### config.mk
export PLATFORM = sky130hd
export DESIGN_NAME = pulse_period_meter_flat
export DESIGN_NICKNAME = d
export VERILOG_FILES = /design/src/rtl/pulse_period_meter_if.sv /design/src/rtl/pulse_period_meter.sv /design/src/flat_wrapper.sv
export SDC_FILE = /design/constraint.sdc
export NUM_CORES = 1
export LEC_CHECK = 0
export ABC_CLOCK_PERIOD_IN_PS = 3700
export CAP_MARGIN = 20
export CORE_AREA = 10 10 60 52
export CTS_BUF_LIST = sky130_fd_sc_hd__clkbuf_4
export DETAILED_ROUTE_END_ITERATION = 10
export DIE_AREA = 0 0 70 62
export GPL_TIMING_DRIVEN = 0
export PLACE_DENSITY = 0.89
export SLEW_MARGIN = 20
export SYNTH_ARGS = -nofsm -noshare
export SYNTH_HDL_FRONTEND = slang
export SYNTH_SLANG_ARGS = --single-unit
### constraint.sdc
create_clock -name clock -period 3.7 [get_ports clock]
set_input_delay 0.74 -clock clock [delete_from_list [all_inputs] [get_ports clock]]
set_output_delay 0.74 -clock clock [all_outputs]
set_load 0.1 [all_outputs]
### src/rtl/pulse_period_meter_if.sv
// Result port of the pulse period meter: one latched period
// plus its flag, offered on a single-entry valid/ready handshake.
interface pulse_period_meter_if #(
    parameter int WIDTH = 8
);
    logic [WIDTH-1:0] period;
    logic             period_valid;
    logic             overflow;
    logic             result_ready;

    modport master (
        output period,
        output period_valid,
        output overflow,
        input  result_ready
    );

    modport slave (
        input  period,
        input  period_valid,
        input  overflow,
        output result_ready
    );
endinterface

### src/rtl/pulse_period_meter.sv
// Measures clock cycles between consecutive rising edges of a
// synchronous pulse stream; results leave through a valid/ready port.
module pulse_period_meter #(
    parameter int WIDTH = 8
) (
    input  logic                  clock,
    input  logic                  reset,
    input  logic                  enable,
    input  logic                  pulse_in,
    pulse_period_meter_if.master  res,
    output logic                  overrun,
    output logic                  busy
);
    typedef enum logic [1:0] {
        S_IDLE,
        S_ARMED,
        S_MEASURE
    } state_t;

    localparam logic [WIDTH-1:0] CNT_MAX = '1;
    localparam logic [WIDTH-1:0] CNT_ONE = WIDTH'(1);

    state_t           r_state;
    state_t           w_next;
    logic [WIDTH-1:0] r_cnt;
    logic [WIDTH-1:0] r_period;
    logic             r_pulse_d;
    logic             r_valid;
    logic             r_ovf;
    logic             r_overrun;
    logic             w_edge;
    logic             w_load;
    logic             w_accept;

    assign w_edge   = pulse_in & ~r_pulse_d;
    assign w_load   = enable & (r_state == S_MEASURE) & w_edge;
    assign w_accept = r_valid & res.result_ready;

    always_ff @(posedge clock or negedge reset) begin
        if (!reset) r_state <= S_IDLE;
        else        r_state <= w_next;
    end

    always_comb begin
        w_next = r_state;
        if (!enable) begin
            w_next = S_IDLE;
        end else begin
            unique case (r_state)
                S_IDLE:    w_next = S_ARMED;
                S_ARMED:   if (w_edge) w_next = S_MEASURE;
                S_MEASURE: w_next = S_MEASURE;
                default:   w_next = S_IDLE;
            endcase
        end
    end

    // cnt holds the cycles elapsed since the last counted edge
    always_ff @(posedge clock or negedge reset) begin
        if (!reset) begin
            r_pulse_d <= 1'b0;
            r_cnt     <= '0;
        end else begin
            r_pulse_d <= pulse_in;
            if (!enable)
                r_cnt <= '0;
            else if (w_edge && r_state != S_IDLE)
                r_cnt <= CNT_ONE;
            else if (r_state == S_MEASURE && r_cnt != CNT_MAX)
                r_cnt <= r_cnt + CNT_ONE;
        end
    end

    always_ff @(posedge clock or negedge reset) begin
        if (!reset) begin
            r_period <= '0;
            r_ovf    <= 1'b0;
            r_valid  <= 1'b0;
        end else if (w_load) begin
            r_period <= r_cnt;
            r_ovf    <= (r_cnt == CNT_MAX);
            r_valid  <= 1'b1;
        end else if (w_accept) begin
            r_valid  <= 1'b0;
        end
    end

    // sticky until disabled: a pending result was replaced unread
    always_ff @(posedge clock or negedge reset) begin
        if (!reset)
            r_overrun <= 1'b0;
        else if (!enable)
            r_overrun <= 1'b0;
        else if (w_load && r_valid && !res.result_ready)
            r_overrun <= 1'b1;
    end

    assign res.period       = r_period;
    assign res.period_valid = r_valid;
    assign res.overflow     = r_ovf;
    assign overrun          = r_overrun;
    assign busy             = (r_state != S_IDLE);
endmodule

### src/flat_wrapper.sv
// flat-port wrapper written by rule: the top's interface ports become plain ports
module pulse_period_meter_flat 
#(
    parameter int WIDTH = 8
)
  (clock, reset, enable, pulse_in, overrun, busy, res_period, res_period_valid, res_overflow, res_result_ready);
  pulse_period_meter_if #(.WIDTH(WIDTH)) res_i ();
  input  logic clock;
  input  logic reset;
  input  logic enable;
  input  logic pulse_in;
  output logic overrun;
  output logic busy;
  output wire logic [$bits(res_i.period)-1:0] res_period;
  output wire logic [$bits(res_i.period_valid)-1:0] res_period_valid;
  output wire logic [$bits(res_i.overflow)-1:0] res_overflow;
  input wire logic [$bits(res_i.result_ready)-1:0] res_result_ready;
  assign res_period = res_i.period;
  assign res_period_valid = res_i.period_valid;
  assign res_overflow = res_i.overflow;
  assign res_i.result_ready = res_result_ready;
  pulse_period_meter #(.WIDTH(WIDTH)) u_core (.clock(clock), .reset(reset), .enable(enable), .pulse_in(pulse_in), .res(res_i), .overrun(overrun), .busy(busy));
endmodule
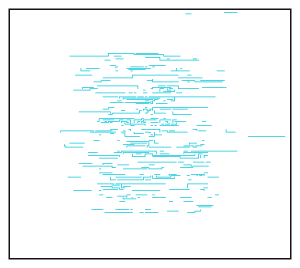
Run 1: signal wires on met1
Drawn at 4 px/um.
wire length on this layer: 850 um
main direction: horizontal
share of all routed wire: 41%
nets with wire on the layer: 105

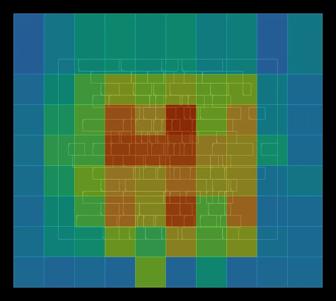
Run 1: routing congestion map
Post-Route Utilization: 60.4%
met2 Track Usage GR: 19.4%
combined global-route utilization of all metal layers: 10.2%

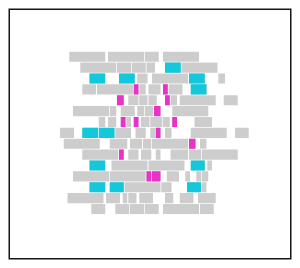
Run 1: logic cells by family
Drawn at 4 px/um.
[mux cells] cyan | cells: 12
[nor cells] magenta | cells: 13 | where: centre
most used logic cell in the final layout: sky130_fd_sc_hd__dfrtp_1
non-filler cells in the finished layout: 132
proportion of cell area occupied by multi-input gates: 35.8%

==> Table 3: Implementation characteristics, run 1 <==
Characteristics after synthesis and place and route

Parameter                              Value

Run status
  Result of the run    finished clean

Yosys
  Top cell type by instance count after synthesis    sky130_fd_sc_hd__dfrtp_1
  Yosys chip area    1020 um^2
  Post-synth tally of flip-flops with integrated enable    0

Power
  Worst supply voltage drop on vdd    0.505 mV

Run
  Max cap viols    0

Die
  I/O pin count    17
  Total core area    just over 2000 um^2

Place
  Routability-driven placement congestion ratio    0.808

Routing
  Post-detailed-routing wire length    2070 um
  1st-iter DRT viols    34

Final timing
  Count of final hold-check violations    0
  Maximum clock skew at final layout    ~0.0028 ns
  Fin crit share    79.1%

Clock tree
  Clock-pin slew of the registers on the worst-case setup and hold paths    around 0.11 ns
  Count of hold buffers inserted by post-cts repair    0
  Clock net sink count    22
  H-tree Lvls    1

Worst setup path
  Signal arrival time at the worst endpoint    2.18 ns

Global route
  Pin count of the biggest net entering global routing    23
  Global-route wire length before repair    3590 um
run 1: layout by cell type, fill, tap and decap left out, drive strengths merged, types with 4 or more instances in the layout:
master	count
nand2	4
o21ai	4
inv	4
dfrtp	22
mux2	9
nor2	9
clkdlybuf4s50	15
ha	4
run 1: state kept, by name (all words and copies together) (netlist names):
signal                   count
u_core.r_pulse_d             1
u_core.overrun               1
u_core.res.period            8
u_core.res.period_valid      1
u_core.res.overflow          1
u_core.r_cnt                 8
u_core.r_state               2
run 1: through the flow:
step / area, um^2 / util, % / std cells / hold WS (ns)
after CTS: 1230 / 60.7 / 132 / 0.525
after detailed placement: 1210 / 59.6 / 129 / 0.496
after global routing: 1220 / 60.4 / 132 / 0.412
after floorplan: 1020 / - / 88 / 0.444
after global placement: 1210 / 59.6 / 129 / 0.475
final: 1220 / 60.4 / 132 / 0.370
run 1: routing by layer:
layer,share of wire (%),track usage (%),up-vias
li1,-,-,352
met1,41,10.4,385
met2,52,19.4,23
met3,4.2,1.75,5
met4,2.7,6.74,0
met5,0,0,-
run 1: worst paths after layout:
path	start	to	slack, ns	depth (start not counted)
max reg2reg	u_core.r_state[0]	u_core.r_cnt[6]	1.93	6
max	u_core.r_state[0]	busy	0.78	4
min	reset	u_core.res.period[4]	0.37	1
max in group asynchronous	reset	u_core.res.period[3]	3.01	1
min in group clock	u_core.res.period[0]	u_core.res.period[0]	0.52	1
min reg2reg	u_core.res.period[0]	u_core.res.period[0]	0.52	1
run 1: where the power goes:
part           switching (mW)  internal (mW)
Clock                  0.0681         0.0381
Sequential             0.0170          0.264
Combinational           0.184         0.0785
run 1: layout make-up:
| cell class | instances | area, um^2 |
|---|---|---|
| fillers | 165 | 802 |
| flip-flops and latches | 22 | 551 |
| multi-input cells | 60 | 438 |
| repair buffers | 16 | 155 |
| well taps | 25 | 31.3 |
| clock buffers | 3 | 22.5 |
| inverters | 4 | 15.0 |
| plain buffers | 2 | 12.5 |
run 1: kinds of logic (layout without fill, tap and decap cells):
kind of cell	Yosys count	in the layout	share of synthesized area (%)
DFF	22	22	54.2
muxes	12	12	12.9
xor gates and xnor gates	2	2	1.72
and+or+nand+nor	30	30	16.4
adders and majority gates	4	4	4.93
buffers and inverters	6	25	2.71
AOI/OAI and AO/OA	12	12	7.14
==> run 1 -> run 2 <==
--- a/config.mk
+++ b/config.mk
@@ -5,7 +5,7 @@
 export SDC_FILE = /design/constraint.sdc
 export NUM_CORES = 1
 export LEC_CHECK = 0
-export ABC_CLOCK_PERIOD_IN_PS = 3700
+export ABC_CLOCK_PERIOD_IN_PS = 2800
 export CAP_MARGIN = 20
 export CORE_AREA = 10 10 60 52
 export CTS_BUF_LIST = sky130_fd_sc_hd__clkbuf_4
==> constraint.sdc (replaced) <==
create_clock -name clock -period 2.8 [get_ports clock]
set_input_delay 0.56 -clock clock [delete_from_list [all_inputs] [get_ports clock]]
set_output_delay 0.56 -clock clock [all_outputs]
set_load 0.1 [all_outputs]
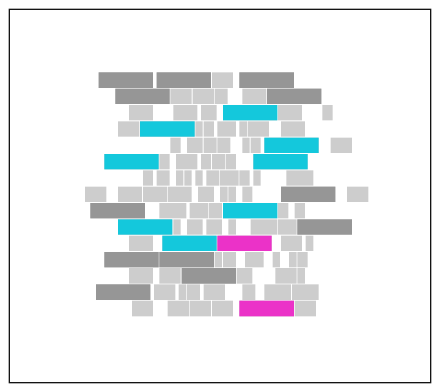
Run 2: register map, names as in the netlist
Drawn at 6 px/um. Other sequential cells in the stronger grey, the rest of the logic in the fainter grey.
[u_core.r_cnt] cyan | flops: 8
[u_core.r_state] magenta | flops: 2
not coloured: 12

==> Table 3: Implementation characteristics, run 2 <==
Characteristics after synthesis and place and route

Parameter                              Value

Yosys
  Yosys chip area    1020 um^2 (unchanged)
  Post-synth tally of flip-flops with integrated enable    0 (unchanged)
  Top cell type by instance count after synthesis    sky130_fd_sc_hd__dfrtp_1
  Portion of synthesized cell area occupied by the leading cell type    between 50% and 60%

Place
  Routability-driven placement congestion ratio    0.808 (unchanged)
  Instance count after placement with tap cells included    129 (unchanged)

Die
  Horiz. Die Dim    70 um
  Total core area    2030 um^2 (unchanged)
  I/O pin count    17 (unchanged)

Routing
  1st-iter DRT viols    34 (unchanged)
  Routed Antenna Nets    0
  Number of iterations in the first detailed-routing pass    4
  Post-detailed-routing wire length    2070 um (about the same)

Layout
  Most frequent cells in the layout    sky130_fd_sc_hd__dfrtp_1, sky130_fd_sc_hd__clkdlybuf4s50_1, sky130_fd_sc_hd__mux2_2, sky130_fd_sc_hd__nor2_1
  Synthesis-to-finish area growth    20.8%
  Share of cells above drive strength 1    16.8%
  Most used logic cell in the final layout    sky130_fd_sc_hd__dfrtp_1
  Non-filler cells in the finished layout    132 (unchanged)

Clock tree
  Clock-pin slew of the registers on the worst-case setup and hold paths    0.11 ns (about the same)
  Count of hold buffers inserted by post-cts repair    0 (unchanged)
  H-tree Lvls    1 (unchanged)
  Root Buffer    sky130_fd_sc_hd__clkbuf_4
  Clock net sink count    22 (unchanged)

Final timing
  Count of final hold-check violations    0 (unchanged)
  Count of final setup violators    0
  Period minus WS final    2.38 ns
  Fin crit share    between 80% and 90%
  Maximum clock skew at final layout    0.00278 ns (unchanged)
  Worst hold slack after final layout    0.190 ns (-0.180 ns)
  Measured slew at the worst slew-check pin    0.989 ns

Run status
  Result of the run    finished clean

Power
  Standby leakage power    0.582 nW
  Worst supply voltage drop on vdd    0.666 mV (+32%)
  Power density relative to cell area    699 nW/um^2

Worst setup path
  Signal arrival time at the worst endpoint    1.82 ns (-0.36 ns)
  Crit Reg-Reg Endpoint    u_core.r_cnt[6]
  Largest stage delay on the critical path    roughly 1.2 ns
  Launch point of the worst reg-to-reg path    u_core.r_state[0]
  Register-to-register setup slack    1.03 ns (-0.90 ns)
  Critical path origin    u_core.res.overflow
  R2R cell count    6 (unchanged)

Global route
  Pin count of the biggest net entering global routing    23 (unchanged)
  Combined global-route utilization of all metal layers    10.2% (unchanged)
  Global-route wire length before repair    3590 um (unchanged)

Run
  Max cap viols    0 (unchanged)
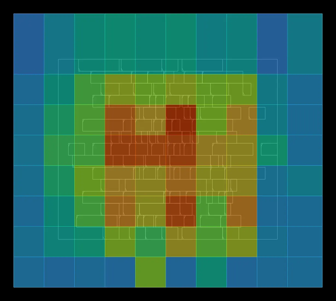
Run 2: routing congestion map
wire per inst: 15.7 um
Post-Route Utilization: 60.6%
M1 GR Usage: 10.4%

[run 2: worst max-delay path by stage]
stage,to,slack (ns),depth (start not counted)
2_1_floorplan,busy,1.05,3
3_3_place_gp,busy,0.43,4
3_5_place_dp,busy,0.40,4
4_1_cts,busy,0.04,4
5_1_grt,overrun,0.36,1
6_report,res_overflow,0.42,1
[run 2: cell type report]
| cell class | count | area [um^2] |
|---|---|---|
| sequential | 22 | 551 |
| clock buffer | 3 | 22.5 |
| inverter | 4 | 15.0 |
| buffer | 2 | 12.5 |
| fill | 164 | 800 |
| multi-input combinational | 60 | 438 |
| timing repair buffer | 16 | 158 |
| tap | 25 | 31.3 |
[run 2: power breakdown]
group          switching, mW  internal (mW)
logic                  0.243          0.103
registers             0.0225          0.349
clock network         0.0900         0.0503
total                  0.356          0.502
[run 2: metrics by stage]
stage | setup WS [ns] | power, mW | cell area [um^2] | utilization, %
4_1_cts | 0.0359 | 0.869 | 1230 | 60.7
2_1_floorplan | 1.05 | 0.638 | 1020 | -
5_1_grt | 0.357 | 0.901 | 1230 | 60.6
3_3_place_gp | 0.428 | 0.711 | 1210 | 59.6
6_report | 0.420 | 0.858 | 1230 | 60.6
3_5_place_dp | 0.403 | 0.728 | 1210 | 59.6
[run 2: timing repair]
| action | in CTS | in global routing |
|---|---|---|
| buffers inserted | 0 | 0 |
| resized | 0 | 1 |
| endpoints found under the setup margin | 0 | 1 |
[run 2: logic make-up after synthesis]
logic type / Yosys count / share of synthesized area (%)
xor gates and xnor gates: 2 / 1.72
AOI/OAI and AO/OA: 12 / 7.14
adders and majority gates: 4 / 4.93
DFF: 22 / 54.2
and+or+nand+nor: 30 / 16.4
buffers and inverters: 6 / 2.71
muxes: 12 / 12.9
[run 2: per-layer routing]
| metal | vias to the layer above | wire length (um) | GRT usage (%) |
|---|---|---|---|
| li1 | 352 | - | - |
| met1 | 385 | 847 | 10.4 |
| met5 | - | 0 | 0 |
| met3 | 5 | 86 | 1.75 |
| met4 | 0 | 55 | 6.74 |
| met2 | 23 | 1080 | 19.4 |
==> run 2 -> run 3 <==
--- a/config.mk
+++ b/config.mk
@@ -13,7 +13,6 @@
 export DIE_AREA = 0 0 70 62
 export GPL_TIMING_DRIVEN = 0
 export PLACE_DENSITY = 0.89
-export SLEW_MARGIN = 20
 export SYNTH_ARGS = -nofsm -noshare
 export SYNTH_HDL_FRONTEND = slang
 export SYNTH_SLANG_ARGS = --single-unit
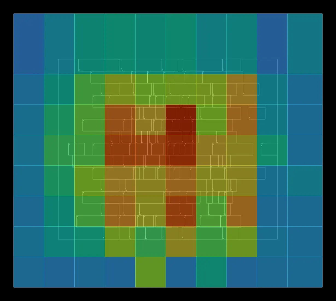
Run 3: routing congestion map
GRT met3 Usage: 1.75%
Top Usage Layer GRT: met2

==> Table 3: Implementation characteristics, run 3 <==
Characteristics after synthesis and place and route

Parameter                              Value

Routing
  Wire per inst    15.7 um (+0.35%)
  Routed Antenna Nets    0 (unchanged)
  Number of iterations in the first detailed-routing pass    4 (unchanged)

Yosys
  Top cell type by instance count after synthesis    sky130_fd_sc_hd__dfrtp_1
  Post-synth tally of flip-flops with integrated enable    0 (unchanged)
  Portion of synthesized cell area occupied by the leading cell type    54.2% (unchanged)
  Area share of fa/ha/maj cells after synthesis    4.93% (unchanged)
  Yosys chip area    1020 um^2 (unchanged)
  Simple-gate share of the synthesized area    16.4% (unchanged)
  Post-Synth AOI/OAI Area    7.14% (unchanged)
  Largest combinational cell category by area    simple AND/OR/NAND/NOR gates

Clock tree
  H-tree Lvls    1 (unchanged)
  Clock-pin slew of the registers on the worst-case setup and hold paths    0.11 ns (about the same)
  Root Buffer    sky130_fd_sc_hd__clkbuf_4
  Setup bufs post-CTS    0 (unchanged)
  Count of hold buffers inserted by post-cts repair    0 (unchanged)

Final timing
  Count of final hold-check violations    0 (unchanged)
  Period minus WS final    2.38 ns (+0.00216 ns)
  Fin crit share    85.1% (about the same)
  Crit path setup slack, layout    0.418 ns (-0.00216 ns)
  Worst hold slack after final layout    0.500 ns (+0.311 ns)
  Count of final setup violators    0 (unchanged)

Worst setup path
  Largest stage delay on the critical path    1.15 ns (about the same)
  R2R cell count    6 (unchanged)
  Crit path depth    1 (unchanged)

Layout
  Post-Route Utilization    61.5% (+0.99 points)
  Synthesis-to-finish area growth    22.8%
  Most frequent cells in the layout    sky130_fd_sc_hd__dfrtp_1, sky130_fd_sc_hd__clkdlybuf4s50_1, sky130_fd_sc_hd__mux2_2, sky130_fd_sc_hd__nor2_1
  Most used logic cell in the final layout    sky130_fd_sc_hd__dfrtp_1
  Share of cells above drive strength 1    16.7% (-0.16 points)

Run status
  Result of the run    finished clean

Power
  Post-layout total power    0.862 mW (+0.51%)
  Power density relative to cell area    691 nW/um^2 (-1.1%)

Die
  Horiz. Die Dim    70 um (unchanged)
  I/O pin count    17 (unchanged)
  Total core area    2030 um^2 (unchanged)

Global route
  Pin count of the biggest net entering global routing    23 (unchanged)
  Combined global-route utilization of all metal layers    10.2% (unchanged)

Run
  Max cap viols    0 (unchanged)

Place
  Post-place instance area    1210 um^2 (unchanged)
  Worst setup timing slack at the placement stage    0.403 ns (unchanged)
  Instance count after placement with tap cells included    129 (unchanged)
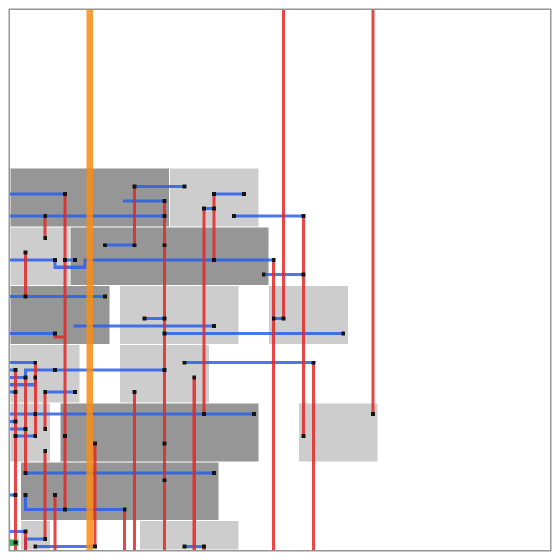
Run 3: close-up of the layout
Window x 40 to 65, y 34 to 59 um. Cells in grey, sequential cells in the stronger grey; small squares are vias.
[M1] blue
[M4] orange
[M3] green
[M2] red
netlist names of flops here include: u_core.r_cnt (3), u_core.res.period (2)
sequential cells in the window: 5
cells with their middle in the window: 15
most frequent: dfrtp_1 (5), mux2_2 (3), clkdlybuf4s50_1 (2)

## run 3: cell counts after synthesis
Identical to the previous run, type by type.
## run 3: report_power, final
group / switching [mW] / internal [mW] / leakage (nW)
Combinational: 0.244 / 0.106 / 0.273
Clock: 0.0910 / 0.0504 / 0.0138
Sequential: 0.0225 / 0.349 / 0.302
## run 3: cell families (layout without fill, tap and decap cells)
family / after synthesis / in the layout
DFF: 22 / 22
muxes: 12 / 12
buffers and inverters: 6 / 26
xor gates and xnor gates: 2 / 2
AOI/OAI and AO/OA: 12 / 12
adders and majority gates: 4 / 4
and+or+nand+nor: 30 / 30
## run 3: final cells by class
| type | instances | area (um^2) |
|---|---|---|
| well taps | 25 | 31.3 |
| flip-flops and latches | 22 | 551 |
| clock buffers | 3 | 22.5 |
| multi-input cells | 60 | 438 |
| inverters | 4 | 15.0 |
| repair buffers | 17 | 178 |
| plain buffers | 2 | 12.5 |
| fillers | 161 | 779 |
## run 3: path summary, 6_finish.rpt
path	start	to	slack (ns)
hold reg to reg	u_core.res.period[0]	u_core.res.period[0]	0.52
min in group clock	u_core.res.period[0]	u_core.res.period[0]	0.52
hold / removal	reset	u_core.r_pulse_d	0.50
setup / recovery	u_core.res.overflow	res_overflow	0.42
max in group asynchronous	reset	u_core.r_cnt[5]	1.89
setup reg to reg	u_core.r_state[0]	u_core.r_cnt[6]	1.04
## run 3: routing by layer
layer	GRT usage, %	share of wire [%]	vias to the layer above
met5	0	0	-
met4	6.74	2.6	0
met3	1.75	3.4	5
met2	19.4	52	19
met1	10.4	42	387
li1	-	-	354
Power is estimated from default activity; no workload was simulated.
